<file path="src/rtl/ir_fetch.sv">
// -----------------------------------------------------------------------------
// ir_fetch
//   Instruction fetch stage feeding the two 32-bit halves of the core
//   instruction register. Words are fetched over a req/ack memory port and
//   written into the half selected by bit 0 of the fetch word address. The
//   core's nibble pointer (pc) and decoded instruction length (cur_len) decide
//   when an instruction can issue, where pc moves to, and when a half may be
//   refilled. Branch redirects flush both halves and abandon any fetch that is
//   still in flight.
//
// Parameters
//   ADDR_W      word-address width of the memory port
//   RESET_ADDR  word address fetched first after reset
//
// Ports
//   clk            clock, all state on rising edge
//   reset          asynchronous reset, active-high
//   mem_req        fetch request
//   mem_addr       fetch word address, stable while mem_req=1
//   mem_ack        request accepted; mem_rdata valid this cycle
//   mem_rdata      fetched word
//   ir_next        {mem_rdata, mem_rdata}, written into the half(s) in ir_be
//   ir_be          one-hot IR-half write enable
//   pc             current nibble pointer from the core
//   cur_len        decoded length at pc; nibbles = cur_len+1
//   stall          execution cannot accept an instruction
//   redirect       branch taken, one-cycle pulse
//   redirect_addr  target nibble address {word, nibble[2:0]}
//   pc_next        next nibble pointer
//   pc_en          core loads pc_next
//   issue          instruction at pc consumed this cycle
//   perf_bubbles   (IR_FETCH_PERF_EN only) saturating count of cycles where
//                  execution was ready but no instruction was available
//
// Configuration
//   IR_FETCH_PERF_EN  when defined, adds the perf_bubbles port and counter.
// -----------------------------------------------------------------------------
module ir_fetch #(
  parameter int                 ADDR_W     = 16,
  parameter logic [ADDR_W-1:0]  RESET_ADDR = '0
) (
  input  logic              clk,
  input  logic              reset,
  output logic              mem_req,
  output logic [ADDR_W-1:0] mem_addr,
  input  logic              mem_ack,
  input  logic [31:0]       mem_rdata,
  output logic [63:0]       ir_next,
  output logic [1:0]        ir_be,
  input  logic [3:0]        pc,
  input  logic [2:0]        cur_len,
  input  logic              stall,
  input  logic              redirect,
  input  logic [ADDR_W+2:0] redirect_addr,
  output logic [3:0]        pc_next,
  output logic              pc_en,
  output logic              issue
`ifdef IR_FETCH_PERF_EN
  ,
  output logic [15:0]       perf_bubbles
`endif
);

  typedef enum logic [1:0] {
    ST_IDLE,  // no fetch outstanding; requests combinationally when target half is empty
    ST_REQ,   // fetch outstanding, data wanted
    ST_DROP   // fetch outstanding but made stale by a redirect
  } state_e;

  state_e              state_q, state_d;
  logic [1:0]          hv_q, hv_d;       // per-half valid flags
  logic [ADDR_W-1:0]   fa_q, fa_d;       // next word address to fetch
  logic [ADDR_W-1:0]   addr_q, addr_d;   // address presented last cycle

  // Internal (un-gated) versions of the outputs; the ports are forced to
  // their idle values while reset is asserted.
  logic              req_int;
  logic [ADDR_W-1:0] addr_int;
  logic [1:0]        be_int;
  logic [3:0]        pc_next_int;
  logic              pc_en_int;
  logic              issue_int;

  logic [3:0]        end_nib;    // pc[2:0] + length, in nibbles (1..15)
  logic              avail;
  logic              fill;
  logic [ADDR_W-1:0] redir_word;

  assign redir_word = redirect_addr[ADDR_W+2:3];

  // An instruction ending past nibble 8 of its half spills into the other
  // half, which must then also hold valid data.
  assign end_nib  = {1'b0, pc[2:0]} + {1'b0, cur_len} + 4'd1;
  assign avail    = hv_q[pc[3]] && ((end_nib <= 4'd8) || hv_q[~pc[3]]);

  assign issue_int = avail & ~stall & ~redirect;

  always_comb begin
    // NOTE: every variable assigned in this block gets a default first, so no
    // path through the case/if tree can leave one unassigned and infer a latch.
    state_d     = state_q;
    hv_d        = hv_q;
    fa_d        = fa_q;
    req_int     = 1'b0;
    addr_int    = fa_q;
    be_int      = 2'b00;
    pc_next_int = pc;
    pc_en_int   = 1'b0;
    fill        = 1'b0;

    unique case (state_q)
      ST_IDLE: req_int = ~hv_q[fa_q[0]];
      ST_REQ:  req_int = 1'b1;
      ST_DROP: begin
        // The stale request must keep its original address until acked.
        req_int  = 1'b1;
        addr_int = addr_q;
      end
      default: req_int = 1'b0;
    endcase

    // Data from a request made stale by a redirect (earlier or this cycle)
    // never reaches the IR.
    fill = req_int & mem_ack & (state_q != ST_DROP) & ~redirect;

    if (redirect) begin
      pc_next_int = {redir_word[0], redirect_addr[2:0]};
      pc_en_int   = 1'b1;
      hv_d        = 2'b00;
      fa_d        = redir_word;
      state_d     = (req_int && !mem_ack) ? ST_DROP : ST_IDLE;
    end else begin
      if (issue_int) begin
        pc_next_int = pc + {1'b0, cur_len} + 4'd1;
        pc_en_int   = 1'b1;
        // Reaching the end of the half means it is fully consumed.
        if (end_nib >= 4'd8) hv_d[pc[3]] = 1'b0;
      end

      if (fill) begin
        be_int[fa_q[0]] = 1'b1;
        hv_d[fa_q[0]]   = 1'b1;
        fa_d            = fa_q + 1'b1;
      end

      unique case (state_q)
        ST_IDLE, ST_REQ: begin
          if (fill)         state_d = hv_d[fa_d[0]] ? ST_IDLE : ST_REQ;
          else if (req_int) state_d = ST_REQ;
        end
        ST_DROP: if (mem_ack) state_d = ST_IDLE;
        default: state_d = ST_IDLE;
      endcase
    end

    addr_d = addr_int;
  end

  // NOTE: sequential state uses non-blocking assignments so every flop samples
  // the pre-edge values regardless of statement order.
  always_ff @(posedge clk or posedge reset) begin
    if (reset) begin
      state_q <= ST_IDLE;
      hv_q    <= 2'b00;
      fa_q    <= RESET_ADDR;
      addr_q  <= RESET_ADDR;
    end else begin
      state_q <= state_d;
      hv_q    <= hv_d;
      fa_q    <= fa_d;
      addr_q  <= addr_d;
    end
  end

  assign ir_next  = {mem_rdata, mem_rdata};
  assign mem_req  = reset ? 1'b0       : req_int;
  assign mem_addr = reset ? RESET_ADDR : addr_int;
  assign ir_be    = reset ? 2'b00      : be_int;
  assign pc_next  = reset ? 4'h0       : pc_next_int;
  assign pc_en    = reset ? 1'b0       : pc_en_int;
  assign issue    = reset ? 1'b0       : issue_int;

`ifdef IR_FETCH_PERF_EN
  logic [15:0] perf_q;

  // A bubble: execution could take an instruction but none is ready.
  always_ff @(posedge clk or posedge reset) begin
    if (reset) begin
      perf_q <= 16'h0000;
    end else if (~avail & ~stall & ~redirect & (perf_q != 16'hFFFF)) begin
      perf_q <= perf_q + 16'h0001;
    end
  end

  assign perf_bubbles = perf_q;
`endif

endmodule

</file>
<file path="config.mk">
export PLATFORM = sky130hd
export DESIGN_NAME = ir_fetch
export DESIGN_NICKNAME = d
export VERILOG_FILES = /design/src/rtl/ir_fetch.sv
export SDC_FILE = /design/constraint.sdc
export NUM_CORES = 1
export LEC_CHECK = 0
export ABC_AREA = 1
export CAP_MARGIN = 20
export CORE_ASPECT_RATIO = 0.7
export CORE_UTILIZATION = 43
export DETAILED_ROUTE_END_ITERATION = 6
export GPL_TIMING_DRIVEN = 0
export PLACE_DENSITY = 0.95
export SYNTH_ARGS = -nofsm -noshare
export SYNTH_HDL_FRONTEND = slang
export SYNTH_SLANG_ARGS = --single-unit
</file>
<file path="constraint.sdc">
create_clock -name clk -period 3.48 [get_ports clk]
set_input_delay 0.522 -clock clk [delete_from_list [all_inputs] [get_ports clk]]
set_output_delay 0.522 -clock clk [all_outputs]
set_load 0.05 [all_outputs]
</file>
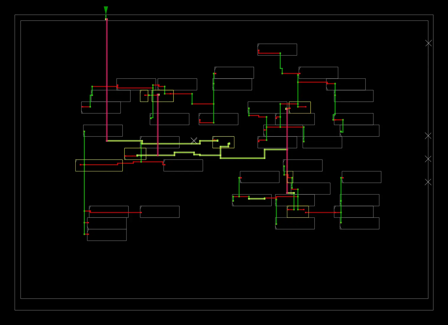
*Clock nets*
number of sequential cells: 36
total CTS buffers: 5

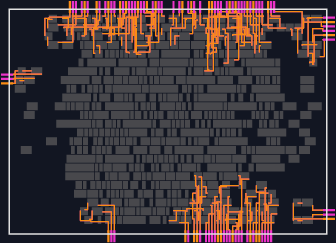
*Wires at chosen ports, followed through buffers*
Orange is mem_rdata, direction input, edge 18 top, 10 bottom, 3 right, 1 left, end cells 0, wire 1,300 um. Magenta is ir_next, direction output, edge 36 top, 20 bottom, 6 right, 2 left, end cells 0, wire 1,300 um.

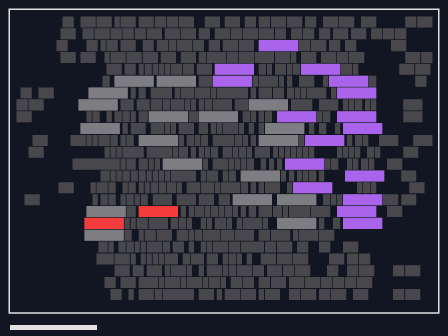
*Where the registers sit*
Scale bar: 20 um. Other sequential cells in the stronger grey, the rest of the logic in the fainter grey.
Purple is addr_q, placed flops 16. Red is hv_q, placed flops 2.
Another 18 sequential cells are not coloured.

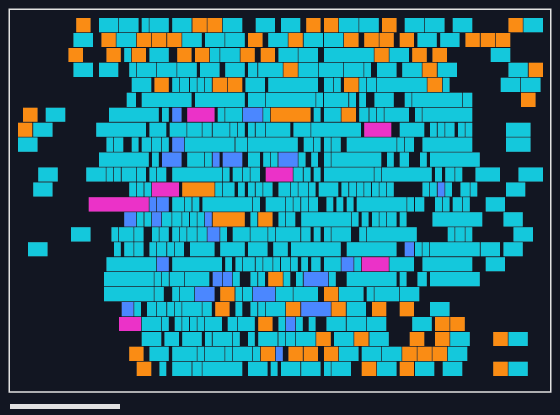
*Cell sizes after repair*
Scale bar: 20 um.
Blue is _2 cells, cells 26, share 5.1%, most used inv_2. Cyan is _0 and _1 cells, cells 398, share 79%, most used clkdlybuf4s50_1. Magenta is _6 and larger, cells 7, share 1.4%, most used clkbuf_8. Orange is _3 and _4 cells, cells 74, share 15%, most used buf_4.

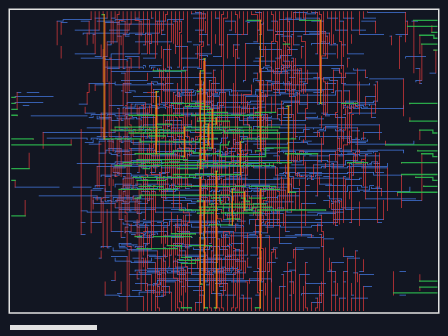
*Metal layers overlaid*
Scale bar: 20 um.
Orange is metal 4, wire length 306 um. Red is metal 2, wire length 4,100 um. Blue is metal 1, wire length 3,260 um. Green is metal 3, wire length 769 um.

==> results.ini <==
[status]
status=complete, but fails checks
violations=design-rule violations, negative setup slack

[detailed_routing]
dr.first_iter.drc_count=465
antenna_left=0
via_per_inst=5.24
drtPass1Iterations=7
vias=3056
remaining_drc_errors=6
wl_um=8430

[floorplan]
pin_count=152
die_w_um=98.3
well_tap_count=78

[synthesis]
syn-num-nets=448
synth_stat.cells=374
ys_warn_count=0
synth_cells=374
syn-cell-area_mm2=0.00279
largest_area_cell=dfrtp_1
topCellsByArea=dfrtp_1, buf_4, nand2_1
syn_avg_cell_area_um2=7.46
synth_top_area_share_pct=32.3

[layout]
logic_area_mm2=0.00122
clk_share_pct=2.54
final_nets=578
drive_gt1_share_pct=21.2
syn_to_final_growth_pct=51.7
inverters=43
dominant-cell-class=buffers
comb_share_pct=28.8
buf_share_pct=41.2
post-route-util_pct=67.7
logic_gate_count=222

[job]
max_cap_violations=0

[final_timing]
grt_setup_unrepaired=yes
setup_tns_ns=-0.0173
tightest_slew_ns=0.814
fmax_mhz=286
setup_viol=1
worst_slack_ns=-0.0173
fin_crit_sh_pct=100
finalCriticalPeriod_ns=3.50

[setup_path]
rr_worst_depth=13
worstPathMaxFanout=5
cp_num_buf_inv=5
cp.arrival_ns=2.98
reg2reg_to=state_q[0]
crit_chain=clkdlybuf4s50_1 > inv_1 > ha_2 > fa_1 > nand2_1 > inv_1 > nand3_1 > nand3_2 > nand4_1 > inv_2 > nand2_1 > o21ai_1 > nand2_1 > nor2_2 > buf_6
r2r_setup_slack_ns=0.97

[global_routing]
grt_pass1_wl_um=13400

[cts]
cts_buffer_depth=2
cts_setup_buffers=0
ctsResizeCount=32
h-tree-depth=2
cts_tree=built
cts_sinks=36

[placed_design]
dp.cells=571
port_buffers=119
placed_cell_area_mm2=0.00408
place_worst_setup_slack_ns=-0.716

[hold_path]
whs_endpoint=addr_q[1]
holdCritPathClass=register to register

[power]
powerDensity_mw_per_mm2=549

==> logic make-up (layout without fill, tap and decap cells) <==
group	Yosys count	after routing	share of synthesized area (%)
AND-OR/OR-AND	54	54	11.3
XOR/XNOR	7	7	2.20
adder cells (fa/ha/maj)	11	11	5.20
buffers and inverters	116	247	24.3
flip-flops	36	36	32.3
AND/OR/NAND/NOR	150	150	24.7
==> where the power goes <==
group | leakage (nW) | internal [mW] | total [mW] | switching (mW)
Clock | 0.0552 | 0.213 | 0.362 | 0.150
Combinational | 1.72 | 0.427 | 1.27 | 0.842
Sequential | 0.433 | 0.566 | 0.693 | 0.127
==> synthesized netlist by cell type <==
master    instances
dfrtp_1          36
clkbuf_1          7
clkinv_1          1
a21oi_1          28
fa_1              1
a31oi_1           1
nand4_1           3
o32ai_1           1
a22oi_1           1
xnor2_1           2
nand3_1          17
inv_1            39
nand3b_1          1
nand3_2           1
nor3_2            3
nand3b_4          1
nand2_1         100
buf_4            64
ha_1             10
inv_2             3
nand4_2           1
o21a_1            1
nor3_4            2
a221oi_1          1
o221ai_1          3
xor2_1            5
o311ai_1          1
o211ai_1          3
buf_2             2
o22ai_1           2
or2_2             2
nor2_2            2
nor2_1           13
nand2_2           2
nor3_1            2
o21bai_1          1
a311oi_1          1
o21ai_0          10
==> worst reg2reg max path, stage by stage, from the launching register on <==
cell and delay, ns:
dfrtp_1 0.42, inv_1 0.13, ha_1 0.15, buf_2 0.17, clkinv_1 0.25, nand4_2 0.26, nor2_2 0.08, buf_2 0.22
ha_1 0.34, inv_1 0.05, nand3_1 0.07, nand3_1 0.13, nand2_1 0.09, nand2_1 0.05
==> layer usage <==
layer	track usage (%)	share of wire (%)	vias up
met4	10.4	3.6	0
met3	5.14	9.1	38
met5	0	0	-
met2	40.2	49	184
li1	-	-	1397
met1	31.2	39	1437
Power figures rest on the tool's default switching activity, not on a simulated workload.
